--- config.mk ---
export PLATFORM = sky130hd
export DESIGN_NAME = lifo_fifo_buffer
export DESIGN_NICKNAME = d
export VERILOG_FILES = /design/src/rtl/buffer_pkg.sv /design/src/rtl/buffer_ram.sv /design/src/rtl/lifo_fifo_buffer.sv
export SDC_FILE = /design/constraint.sdc
export NUM_CORES = 1
export LEC_CHECK = 0
export ABC_AREA = 1
export CAP_MARGIN = 40
export CORE_UTILIZATION = 60
export CTS_CLUSTER_SIZE = 12
export DETAILED_ROUTE_END_ITERATION = 10
export GPL_TIMING_DRIVEN = 1
export PLACE_DENSITY = 0.8
export SLEW_MARGIN = 20
export SYNTH_ARGS = -nofsm -noshare
export SYNTH_HDL_FRONTEND = slang
export SYNTH_SLANG_ARGS = --single-unit
--- constraint.sdc ---
create_clock -name clk -period 5.48 [get_ports clk]
set_input_delay 1.37 -clock clk [delete_from_list [all_inputs] [get_ports clk]]
set_output_delay 1.37 -clock clk [all_outputs]
set_load 0.02 [all_outputs]
--- src/rtl/buffer_pkg.sv ---
// Shared definitions for the datapath buffer blocks: mode encoding and push/pop decode.
package buffer_pkg;

  localparam logic MODE_LIFO = 1'b0;
  localparam logic MODE_FIFO = 1'b1;

  // Request decode, indexed as {push, pop}
  typedef enum logic [1:0] {
    OpIdle    = 2'b00,
    OpPop     = 2'b01,
    OpPush    = 2'b10,
    OpPushPop = 2'b11
  } buf_op_e;

endpackage

--- src/rtl/buffer_ram.sv ---
// DEPTH x B storage: one synchronous write port, one asynchronous read port.
module buffer_ram #(
  parameter int unsigned B = 8,
  parameter int unsigned W = 4
) (
  input  logic         clk,
  input  logic         we,
  input  logic [W-1:0] waddr,
  input  logic [B-1:0] wdata,
  input  logic [W-1:0] raddr,
  output logic [B-1:0] rdata
);

  logic [B-1:0] mem [2**W];

  // Write port; contents are never reset
  always_ff @(posedge clk) begin
    if (we) begin
      mem[waddr] <= wdata;
    end
  end

  assign rdata = mem[raddr];

endmodule

--- src/rtl/lifo_fifo_buffer.sv ---
// Run-time selectable LIFO/FIFO buffer with occupancy count, almost-full and sticky error flags.
module lifo_fifo_buffer
  import buffer_pkg::*;
#(
  parameter int unsigned B        = 8,
  parameter int unsigned W        = 4,
  parameter int unsigned AF_LEVEL = 12
) (
  input  logic         clk,
  input  logic         reset,
  input  logic         mode,
  input  logic         push,
  input  logic [B-1:0] push_data,
  input  logic         pop,
  output logic [B-1:0] pop_data,
  output logic [W:0]   count,
  output logic         empty,
  output logic         full,
  output logic         almost_full,
  output logic         mode_active,
  output logic         overflow,
  output logic         underflow,
  input  logic         clr_err
);

  localparam logic [W:0]   DepthCnt = {1'b1, {W{1'b0}}};
  localparam logic [W:0]   AfLevel  = (W+1)'(AF_LEVEL);
  localparam logic [W-1:0] PtrOne   = {{(W-1){1'b0}}, 1'b1};
  localparam logic [W:0]   CntOne   = {{W{1'b0}}, 1'b1};

  logic [W-1:0] wr_ptr_q, wr_ptr_d;
  logic [W-1:0] rd_ptr_q, rd_ptr_d;
  logic [W:0]   count_q, count_d;
  logic         mode_q, mode_d;
  logic         ovf_q, ovf_d;
  logic         unf_q, unf_d;

  logic         is_empty, is_full;
  logic         ram_we;
  logic [W-1:0] ram_waddr, ram_raddr;
  logic [B-1:0] ram_rdata;
  logic         ovf_set, unf_set;

  assign is_empty = (count_q == '0);
  assign is_full  = (count_q == DepthCnt);

  // Next-state decode for pointers, count, mode and error flags
  always_comb begin
    wr_ptr_d  = wr_ptr_q;
    rd_ptr_d  = rd_ptr_q;
    count_d   = count_q;
    mode_d    = mode_q;
    ram_we    = 1'b0;
    ram_waddr = wr_ptr_q;
    ovf_set   = 1'b0;
    unf_set   = 1'b0;

    unique case (buf_op_e'({push, pop}))
      OpIdle: ;
      OpPush: begin
        if (is_full) begin
          ovf_set = 1'b1;
        end else begin
          ram_we   = 1'b1;
          wr_ptr_d = wr_ptr_q + PtrOne;
          count_d  = count_q + CntOne;
        end
      end
      OpPop: begin
        if (is_empty) begin
          unf_set = 1'b1;
        end else begin
          count_d = count_q - CntOne;
          if (mode_q == MODE_LIFO) begin
            wr_ptr_d = wr_ptr_q - PtrOne;
          end else begin
            rd_ptr_d = rd_ptr_q + PtrOne;
          end
        end
      end
      OpPushPop: begin
        if (is_empty) begin
          // Nothing to pop: behaves as a plain push, no underflow
          ram_we   = 1'b1;
          wr_ptr_d = wr_ptr_q + PtrOne;
          count_d  = count_q + CntOne;
        end else if (mode_q == MODE_LIFO) begin
          // Replace the top of stack in place
          ram_we    = 1'b1;
          ram_waddr = wr_ptr_q - PtrOne;
        end else begin
          // Both ends move; when full the popped slot is the one rewritten
          ram_we   = 1'b1;
          wr_ptr_d = wr_ptr_q + PtrOne;
          rd_ptr_d = rd_ptr_q + PtrOne;
        end
      end
      default: ;
    endcase

    if (is_empty && !push) begin
      mode_d = mode;
    end

    // A new error in the same cycle as clr_err wins
    ovf_d = (ovf_q & ~clr_err) | ovf_set;
    unf_d = (unf_q & ~clr_err) | unf_set;
  end

  // State registers with synchronous reset
  always_ff @(posedge clk) begin
    if (reset) begin
      wr_ptr_q <= '0;
      rd_ptr_q <= '0;
      count_q  <= '0;
      mode_q   <= MODE_LIFO;
      ovf_q    <= 1'b0;
      unf_q    <= 1'b0;
    end else begin
      wr_ptr_q <= wr_ptr_d;
      rd_ptr_q <= rd_ptr_d;
      count_q  <= count_d;
      mode_q   <= mode_d;
      ovf_q    <= ovf_d;
      unf_q    <= unf_d;
    end
  end

  assign ram_raddr = (mode_q == MODE_LIFO) ? (wr_ptr_q - PtrOne) : rd_ptr_q;

  buffer_ram #(
    .B(B),
    .W(W)
  ) u_ram (
    .clk  (clk),
    .we   (ram_we && !reset),
    .waddr(ram_waddr),
    .wdata(push_data),
    .raddr(ram_raddr),
    .rdata(ram_rdata)
  );

  assign pop_data    = is_empty ? '0 : ram_rdata;
  assign count       = count_q;
  assign empty       = is_empty;
  assign full        = is_full;
  assign almost_full = (count_q >= AfLevel);
  assign mode_active = mode_q;
  assign overflow    = ovf_q;
  assign underflow   = unf_q;

endmodule
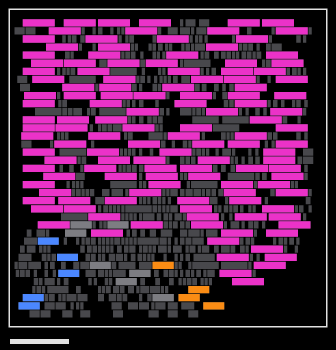
Figure 1: run 1, register map, names as in the netlist.
The bar under the picture is 20 um long. Other sequential cells in the stronger grey, the rest of the logic in the fainter grey.
[`u_ram.mem`] magenta | placed flops: 128
[`count`] blue | placed flops: 5 | where: lower left
[`rd_ptr_q`] orange | placed flops: 4 | where: bottom centre
not coloured: 7
Final Util: 71.7%
flop share of the area: 55.7%
power in sequential cells: 1.29 mW

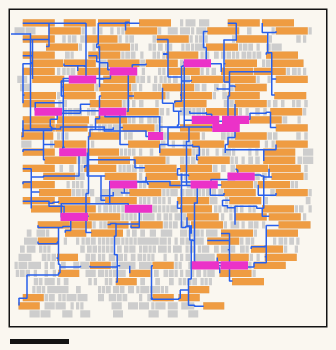
Figure 2: run 1, clock wires, drivers and flops.
The bar under the picture is 20 um long.
[flip-flops] orange | count: 144
[clock wires] blue | length: 1570 um
[clock-net drivers] magenta | count: 17
flops lie: spread over the die
clock skew: 0.00549 ns
clock share of power: 29.4%
Clk power: 1.09 mW
clk latency late pin: 0.53 ns

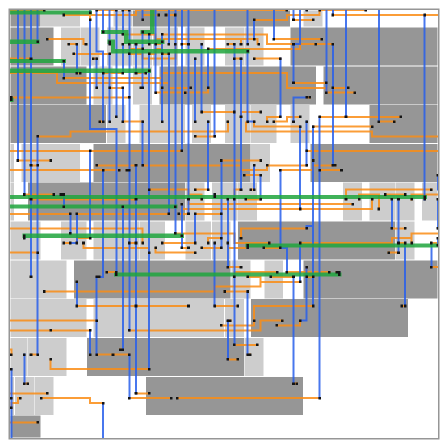
Figure 3: run 1, layout detail.
Region (65, 12) to (95, 42) um. Cells in grey, sequential cells in the stronger grey; small squares are vias.
[M3] green
[M2] blue
[M1] orange
netlist names of flops here include: `u_ram.mem` (13)
cells with their middle in the window: 56
sequential cells in the window: 13
most frequent: nand2_1 (13), edfxtp_1 (13), nand3_1 (10)

==> out/qor.csv, run 1 <==
metric,value,unit
status,finished clean,
placed_cells,793,
synth_nets,664,
diodes,0,
drt_iter0_drc,420,
path_cells,inv_2 -> ha_1 -> nand2_1 -> nand2_2 -> buf_4 -> nand3_1 -> nand3_1 -> nand3_1 -> a21oi_1 -> clkdlybuf4s50_1,
drc,0,
yosysSeqAreaShare,63.8,%
synthAoiAreaFrac,3.37,%
ir_worst_vdd,0.329,mV
cts-resized-gates,0,
dp_hpwl,9.49,mm
routed_wirelength,15.4,mm
p_int,2.28,mW
place_area,6880,um^2
grt_util_met3,7.23,%
met2_usage,46.3,%
max-slew-margin-rel,43.3,%
num_rows,37,
cts.sink_count,144,
worst_ep_arrival_time,3.30,ns
stdcell_area,7470,um^2
warning_count,27,
hold_path_depth,2,
lay_top_count,nand2_1,
detail_route.vias_per_cell,5.97,
cts.reportedPaths.clkPinSlew,0.06,ns
ys_chip_area,6530,um^2
antenna_found_initial,0,
hold_class,flop to flop,
drive_gt1_share,9.52,%
h-tree-depth,4,
comb_cell_power,1.33,mW
die_x,106,um
place_ws,1.28,ns
cts_tree,built,
whs,0.480,ns
cpMaxStageDelayCell,clkdlybuf4s50_1,
rsz0062_at_grt,false,
ys_cells,643,
dr_wl_met3,1.48,mm
tns,0,ns
min_to,underflow,
simple_gate_share,25.3,%
chipArea,11300,um^2
power_frac_comb,35.9,%
yosysTopAreaCell,edfxtp_1,
seq_power_share,34.7,%
ys_ff,144,
fmax,214,MHz
yosys_warnings,0,
p_leak,2.90,nW
maxPowerGroup,combinational cells,
syn_area_per_cell,10.2,um^2
setup_viol,0,
ant_nets,0,
worstSetupEndpointType,primary output,
worst_r2r_endpoint,u_ram.mem[15][3],
grt_pass1_wl,24.5,mm
period_needed,4.67,ns
p_sw,1.43,mW
topCellsByArea,"edfxtp_1, nand2_1, nand3_1",
synthAdderAreaFrac,1.46,%
async_flop_share,0,%
nets,701,
yosys_most_used_dff,edfxtp_1,
power_density,496,nW/um^2
==> run 1: layout make-up <==
class,count,area [um^2]
Multi-Input combinational cell,428,2000
Fill cell,732,2950
Timing Repair Buffer,42,399
Clock inverter,15,144
Inverter,47,176
Sequential cell,144,4160
Clock buffer,17,414
Tap cell,136,170
==> run 1: state kept, by name (all words and copies together), names as in the netlist <==
| signal | flops |
|---|---|
| mode_active | 1 |
| underflow | 1 |
| count | 5 |
| wr_ptr_q | 4 |
| u_ram.mem | 128 |
| overflow | 1 |
| rd_ptr_q | 4 |
==> run 1: worst max-delay path, delay by kind of cell, from the launching register on <==
kind | cells | cell delay [ns]
simple gates | 5 | 0.55
buf+inv | 3 | 1.17
compound gates | 1 | 0.20
fa+ha+maj | 1 | 0.37
flops | 1 | 0.47
==> run 1 -> run 2 <==
--- a/config.mk
+++ b/config.mk
@@ -7,11 +7,11 @@
 export LEC_CHECK = 0
 export ABC_AREA = 1
 export CAP_MARGIN = 40
-export CORE_UTILIZATION = 60
+export CORE_UTILIZATION = 35
 export CTS_CLUSTER_SIZE = 12
 export DETAILED_ROUTE_END_ITERATION = 10
 export GPL_TIMING_DRIVEN = 1
-export PLACE_DENSITY = 0.8
+export SKIP_LAST_GASP = 1
 export SLEW_MARGIN = 20
 export SYNTH_ARGS = -nofsm -noshare
 export SYNTH_HDL_FRONTEND = slang
==> run 2 against run 1 <==
- final area grew 2.2%
- sequential power is essentially flat
- via count shrank 6.0%
- wire length shrank 0.95%
- sequential share of layout area shrank 1.2 points
- synthesized cell count is the same
- register-to-register slack gained 0.23 ns
- critical path type unchanged
- clock skew grew 0.0028 ns
- non-clock buffer count is the same
- final cell count grew 11%
- critical path depth grew 2
- critical endpoint is now pop_data[7]
- maximum frequency shrank 0.31%
==> out/qor.csv, run 2 <==
metric,value,unit,change
status,finished clean,,
cts.sink_count,144,,unchanged
p_sw,1.38,mW,-3.4%
lay_top_count,nand2_1,,
chipArea,19200,um^2,+70%
largest_register,u_ram.mem,,
xor_area_share,0.537,%,
ys_cells,643,,unchanged
power_frac_comb,34.8,%,-1.1 points
layout.nonclk_buf_share,5.28,%,-0.064 points
clk_latency,0.42,ns,-0.11 ns
warning_count,27,,unchanged
worstSetupEndpointType,primary output,,
clock_buffers,17,,unchanged
power_frac_clock,31.0,%,+1.6 points
synth_nets,664,,unchanged
cts.reportedPaths.clkPinSlew,0.06,ns,about the same
routed_wirelength,15.3,mm,-0.95%
tns,0,ns,unchanged
setup_viol,0,,unchanged
n_all_inverters,47,,unchanged
syn_area_per_cell,10.2,um^2,unchanged
whs,0.488,ns,+0.00745 ns
yosys_most_used_dff,edfxtp_1,,
tap_cells,229,,+68%
io_buffers,32,,
comb_cell_power,1.31,mW,about the same
met2_usage,27.9,%,-18 points
powerClk,1.16,mW,+6%
ys_chip_area,6530,um^2,unchanged
fillers,1688,,+130%
dr_wl_met3,631,um,-57%
synthAdderAreaFrac,1.46,%,unchanged
p_leak,2.92,nW,+0.61%
topCellsByArea,"edfxtp_1, nand2_1, nand3_1",,
vias,4653,,
place_area,6980,um^2,+1.5%
largest_cell_class,sequential cells,,
yosys_warnings,0,,unchanged
seq_power_share,34.2,%,-0.5 points
hold_class,flop to flop,,
r2r-start,count[3],,
p_int,2.38,mW,+4.4%
dp_hpwl,9.92,mm,+4.6%
async_flop_share,0,%,unchanged
yosysTopAreaCell,edfxtp_1,,
diodes,0,,unchanged
max-slew-margin-rel,46.1,%,+2.8 points
rsz0062_at_grt,false,,
skew,0.00824,ns,+0.00276 ns
worst_ep_arrival_time,3.31,ns,about the same
logic_gate_count,428,,unchanged
maxPowerGroup,combinational cells,,
period_needed,4.68,ns,+0.0146 ns
num_rows,49,,+32%
cts_tree,built,,
pg_seq,1.28,mW,about the same
drive_gt1_share,9.38,%,-0.14 points
nets,701,,unchanged
ir_worst_vdd,0.284,mV,-14%
synthAoiAreaFrac,3.37,%,unchanged
grt_max_degree,64,,
grt_util_met3,3.25,%,-4.0 points
simple_gate_share,25.3,%,unchanged
die_h,139,um,
clkCellAreaFrac,7.85,%,+0.38 points
h-tree-depth,4,,unchanged
mi_logic_area,2000,um^2,unchanged
place_ws,1.26,ns,-0.0162 ns
seqCellArea,4160,um^2,unchanged
ant_nets,0,,unchanged
edf_count,128,,
antenna_found_initial,0,,unchanged
cts-resized-gates,0,,unchanged
fmax,214,MHz,-0.31%
post_drt_wl_per_cell,16.6,um,
comb_share,26.2,%,-0.57 points
grt_pass1_wl,24.2,mm,-1.3%
yosysSeqAreaShare,63.8,%,unchanged
die_x,139,um,+30%
drc,0,,unchanged
power_density,493,nW/um^2,-0.76%
worstPathMaxFanout,19,,
detail_route.vias_per_cell,5.05,,-15%
seq_cells,144,,unchanged
drt_iter0_drc,433,,+3.1%
run 2: critical path, stage by stage (launching register included):
cell,delay [ns]
dfxtp_1,0.44
inv_2,0.15
ha_1,0.36
nand2_1,0.09
nand2_2,0.05
inv_1,0.51
buf_4,0.32
nand3_1,0.09
nand3_1,0.08
nand2_1,0.08
nor2_1,0.12
nor2_1,0.06
clkdlybuf4s50_1,0.53
run 2: final timing paths:
kind	slack, ns	endpoint	depth (start not counted)
worst max-delay path	0.80	pop_data[7]	12
worst min register to register	0.49	underflow	2
worst min-delay path	0.49	underflow	2
worst max register to register	2.82	u_ram.mem[15][6]	6
run 2: per-stage QoR:
stage          total power, mW  std cells
6_report                  3.76        922
5_1_grt                   3.97        922
4_1_cts                   3.77        916
3_5_place_dp              2.61        884
3_3_place_gp              2.59        882
2_1_floorplan             2.21        643
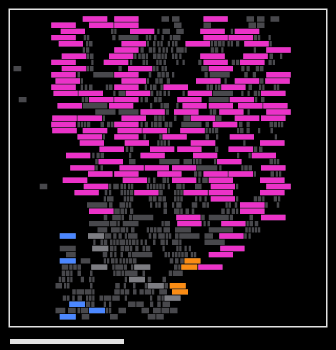
Figure 4: run 2, register map, names as in the netlist.
The bar under the picture is 50 um long. Other sequential cells in the stronger grey, the rest of the logic in the fainter grey.
[`count`] blue | placed flops: 5 | where: lower left
[`u_ram.mem`] magenta | placed flops: 128
[`rd_ptr_q`] orange | placed flops: 4 | where: bottom centre
not coloured: 7
flop share of the area: 54.6%
Final Util: 42.1%

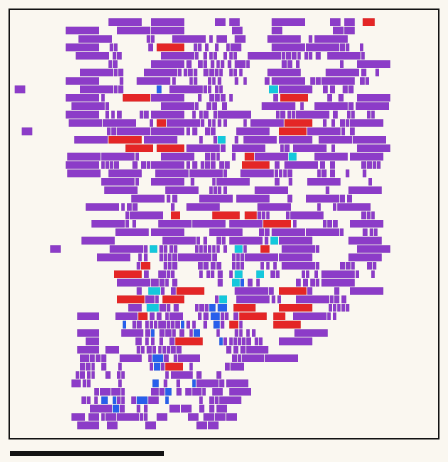
Figure 5: run 2, cells by drive strength.
The bar under the picture is 50 um long.
[x1 and smaller] purple | cells: 628 | most used: nand2_1
[x6 and larger] red | cells: 32 | most used: clkbuf_16
[x2] blue | cells: 21 | most used: inv_2
[x3 and x4] cyan | cells: 12 | most used: buf_4
synth-to-layout area growth: 16.9%
crit path setup slack, layout: 0.796 ns
design area: 7630 um^2
nonclk buf count: 42

Power is estimated from default activity; no workload was simulated.
